[config.mk]
export PLATFORM = sky130hd
export DESIGN_NAME = proc_control_fsm
export DESIGN_NICKNAME = d
export VERILOG_FILES = /design/src/rtl/proc_control_fsm.sv
export SDC_FILE = /design/constraint.sdc
export NUM_CORES = 1
export LEC_CHECK = 0
export CAP_MARGIN = 25
export CORE_ASPECT_RATIO = 1.2
export CORE_UTILIZATION = 39
export DETAILED_ROUTE_END_ITERATION = 8
export GPL_ROUTABILITY_DRIVEN = 1
export PLACE_DENSITY = 0.87
export RECOVER_POWER = 100
export SYNTH_ARGS = -nofsm -noshare
export SYNTH_HDL_FRONTEND = slang
export SYNTH_SLANG_ARGS = --single-unit
[constraint.sdc]
create_clock -name clk -period 1.9 [get_ports clk]
set_clock_uncertainty 0.05 [all_clocks]
set_input_delay 0.285 -clock clk [delete_from_list [all_inputs] [get_ports clk]]
set_output_delay 0.285 -clock clk [all_outputs]
set_load 0.02 [all_outputs]
[src/rtl/proc_control_fsm.sv]
// Multi-cycle control unit: fetches an instruction on run and sequences the ALU datapath.
// Optional macro CTRL_ILLEGAL_TRAP_EN makes illegal opcodes trap into a sticky HALT state.
module proc_control_fsm #(
  parameter int NREG = 8,
  parameter int IW   = 9
) (
  input  logic            clk,
  input  logic            resetn,
  input  logic            run,
  input  logic [IW-1:0]   din,
  output logic [NREG-1:0] rin,
  output logic [NREG-1:0] rout,
  output logic            dinout,
  output logic            ain,
  output logic            gin,
  output logic            gout,
  output logic [1:0]      ALU_mode,
  output logic            done,
  output logic            illegal,
  output logic [2:0]      dbg_state
);

  localparam int RW = $clog2(NREG);

  typedef enum logic [2:0] {
    T0   = 3'd0,
    T1   = 3'd1,
    T2   = 3'd2,
    T3   = 3'd3,
    HALT = 3'd4
  } state_t;

  localparam logic [2:0] OP_MV  = 3'b000;
  localparam logic [2:0] OP_MVI = 3'b001;
  localparam logic [2:0] OP_ADD = 3'b010;
  localparam logic [2:0] OP_SUB = 3'b011;
  localparam logic [2:0] OP_XOR = 3'b100;

  state_t        state_q, state_d;
  logic [IW-1:0] ir_q, ir_d;
  logic [2:0]    opcode;
  logic [RW-1:0] rx, ry;
  logic [NREG-1:0] rx_oh, ry_oh;
  logic [1:0]    mode_dec;

  assign opcode = ir_q[IW-1:IW-3];
  assign rx     = ir_q[2*RW-1:RW];
  assign ry     = ir_q[RW-1:0];
  assign rx_oh  = {{(NREG-1){1'b0}}, 1'b1} << rx;
  assign ry_oh  = {{(NREG-1){1'b0}}, 1'b1} << ry;
  assign mode_dec = (opcode == OP_SUB) ? 2'b01 :
                    (opcode == OP_XOR) ? 2'b10 : 2'b00;
  assign dbg_state = state_q;

`ifdef CTRL_ILLEGAL_TRAP_EN
  logic illegal_q, illegal_d;
  assign illegal = illegal_q;
`else
  assign illegal = 1'b0;
`endif

  // Handshake: run is a level start request sampled only in T0 (the fetch cycle);
  // done pulses for exactly the last cycle of each instruction, so a run held high
  // across done starts the next fetch on the following cycle.
  always_ff @(posedge clk or negedge resetn) begin
    if (!resetn) begin
      state_q   <= T0;
      ir_q      <= '0;
`ifdef CTRL_ILLEGAL_TRAP_EN
      illegal_q <= 1'b0;
`endif
    end else begin
      state_q   <= state_d;
      ir_q      <= ir_d;
`ifdef CTRL_ILLEGAL_TRAP_EN
      illegal_q <= illegal_d;
`endif
    end
  end

  always_comb begin
    state_d  = state_q;
    ir_d     = ir_q;
    rin      = '0;
    rout     = '0;
    dinout   = 1'b0;
    ain      = 1'b0;
    gin      = 1'b0;
    gout     = 1'b0;
    ALU_mode = 2'b00;
    done     = 1'b0;
`ifdef CTRL_ILLEGAL_TRAP_EN
    illegal_d = illegal_q;
`endif
    case (state_q)
      T0: begin
        if (run) begin
          ir_d    = din;
          state_d = T1;
        end
      end
      T1: begin
        case (opcode)
          OP_MV: begin
            rout    = ry_oh;
            rin     = rx_oh;
            done    = 1'b1;
            state_d = T0;
          end
          OP_MVI: begin
            dinout  = 1'b1;
            rin     = rx_oh;
            done    = 1'b1;
            state_d = T0;
          end
          OP_ADD, OP_SUB, OP_XOR: begin
            rout     = rx_oh;
            ain      = 1'b1;
            ALU_mode = mode_dec;
            state_d  = T2;
          end
          default: begin
`ifdef CTRL_ILLEGAL_TRAP_EN
            illegal_d = 1'b1;
            state_d   = HALT;
`else
            done    = 1'b1;
            state_d = T0;
`endif
          end
        endcase
      end
      // T2/T3 are only reachable from an ALU opcode, so mode_dec is always meaningful here.
      T2: begin
        rout     = ry_oh;
        gin      = 1'b1;
        ALU_mode = mode_dec;
        state_d  = T3;
      end
      T3: begin
        gout     = 1'b1;
        rin      = rx_oh;
        done     = 1'b1;
        ALU_mode = mode_dec;
        state_d  = T0;
      end
      HALT: state_d = HALT;
      default: state_d = T0;
    endcase
  end

endmodule

==> results.py <==
# Flow results
metrics = {
    "logic_synthesis": {
        "synth_area_um2": 802.0,
        "ys_types": 28,
        "syn-instance-count": 85,
        "topCellsByArea": "dfrtp_1, mux2_2, o32ai_1",
        "common_cells": "dfrtp_1, nor2_1, mux2_2, nand2b_1",
        "edf_count": 0,
        "yosys.area_share.xor_xnor": 0,
        "syn_nets": 97,
        "top_cell_area_share": 0.3744,
        "ys_warn_count": 0,
        "yosysCellCount": 85,
        "synthTopLogicFamily": "simple AND/OR/NAND/NOR gates",
        "simple_gate_area_frac": 0.3214,
        "synth_seq_share": 0.3744,
    },
    "setup_path": {
        "startpoint": "dbg_state[2]",
        "cp-end-kind": "output pin",
        "critical_path_buf_inv_count": 1,
        "worst-r2r-cell-count": 6,
        "cp-endpoint": "rout[2]",
        "worst_path_max_delay_cell": "dfrtp_2",
        "path_depth": 4,
        "regToRegSetupSlack_ns": 0.21,
        "path_class": "reg -> out",
        "worst_ep_required_time_ns": 1.56,
        "crit_fanout": 7,
        "slowest_delay_ns": 0.44,
    },
    "global_routing": {
        "grt_pass1_vias": 1070,
        "gr-usage-met1": 0.3274,
        "antenna_found_initial": 0,
        "busiest_layer": "met2",
        "met2_usage": 0.5758,
    },
    "final_layout": {
        "largest_reg_flops": 9,
        "combGateArea_um2": 715.7,
        "largest_class": "logic gates",
        "clockBufferCount": 4,
        "design.seq.count": 12,
        "drive_gt1_frac": 0.6561,
        "final_cells": 176,
        "clk_share": 0.02150,
        "diodes": 0,
        "signal_buffers": 72,
        "regArea_um2": 305.3,
        "fin_nets": 170,
        "synthToLayoutAreaGrowth_pct": 110.5,
        "layout_top_cells": "buf_4, buf_6, clkdlybuf4s50_1",
    },
    "routing": {
        "routed_wl_um": 3482,
        "route.detailed.drc": 6,
        "wl_met3_um": 126,
    },
    "sta": {
        "fin_crit_sh": 1.142,
        "setup_viol": 11,
        "worst_pin_slew_ns": 0.5320,
        "fin_ws_ns": -0.2693,
        "fin_hold_ws_ns": 0.3829,
    },
    "cts": {
        "cts_tree": "done",
        "holdBufCountCts": 0,
        "cts-root-buf": "clkbuf_4",
        "cts_resized": 128,
    },
    "place": {
        "placedCellCount": 166,
        "place_ws_ns": -0.4935,
        "place_area_mm2": 0.001523,
    },
    "floorplanning": {
        "nWellTaps": 19,
        "dieWidth_um": 43.40,
        "ios": 39,
    },
    "status": {
        "status": "finished with violations",
        "violations": "DRC, setup timing",
    },
    "power_and_ir_drop": {
        "comb_power_share": 0.733,
        "maxPowerGroup": "combinational cells",
        "power_frac_seq": 0.194,
        "p_leak_nw": 0.7195,
        "clkPwrFrac": 0.072,
    },
    "worst_hold_path": {
        "hold_path_class": "in -> async",
    },
    "job": {
        "warnings": 29,
        "drv_cap": 0,
    },
}
Cell outlines without signal wires:
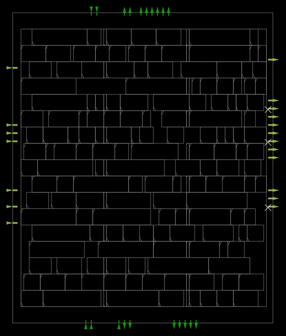
layout filler cell count: 77
fraction of area in registers: 0.1809
post-layout util: 0.8916
# rows: 17

Sequential cells coloured by netlist name:
Bar = 10 um. Other cells in grey.
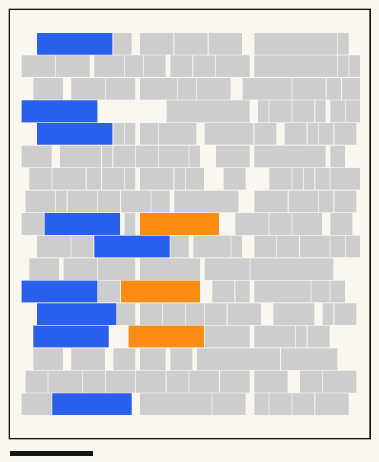
name in the netlist	colour	placed flops
ir_q	blue	9
dbg_state	orange	3

PDN straps and rails:
Bar = 10 um. Pins as bars on the die edge. Tap cells in grey.
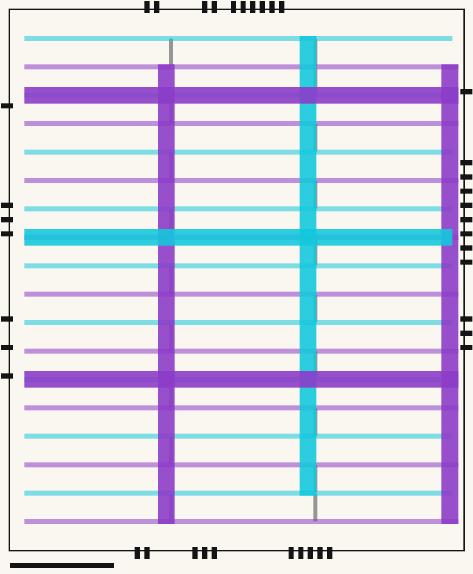
net	colour
VSS	purple
VDD	cyan
met1 rails	18
met5 straps	3
signal pins	39
Die H: 51.68 um
Peak VDD IR: 1.278 mV
Core Area: 0.001893 mm^2

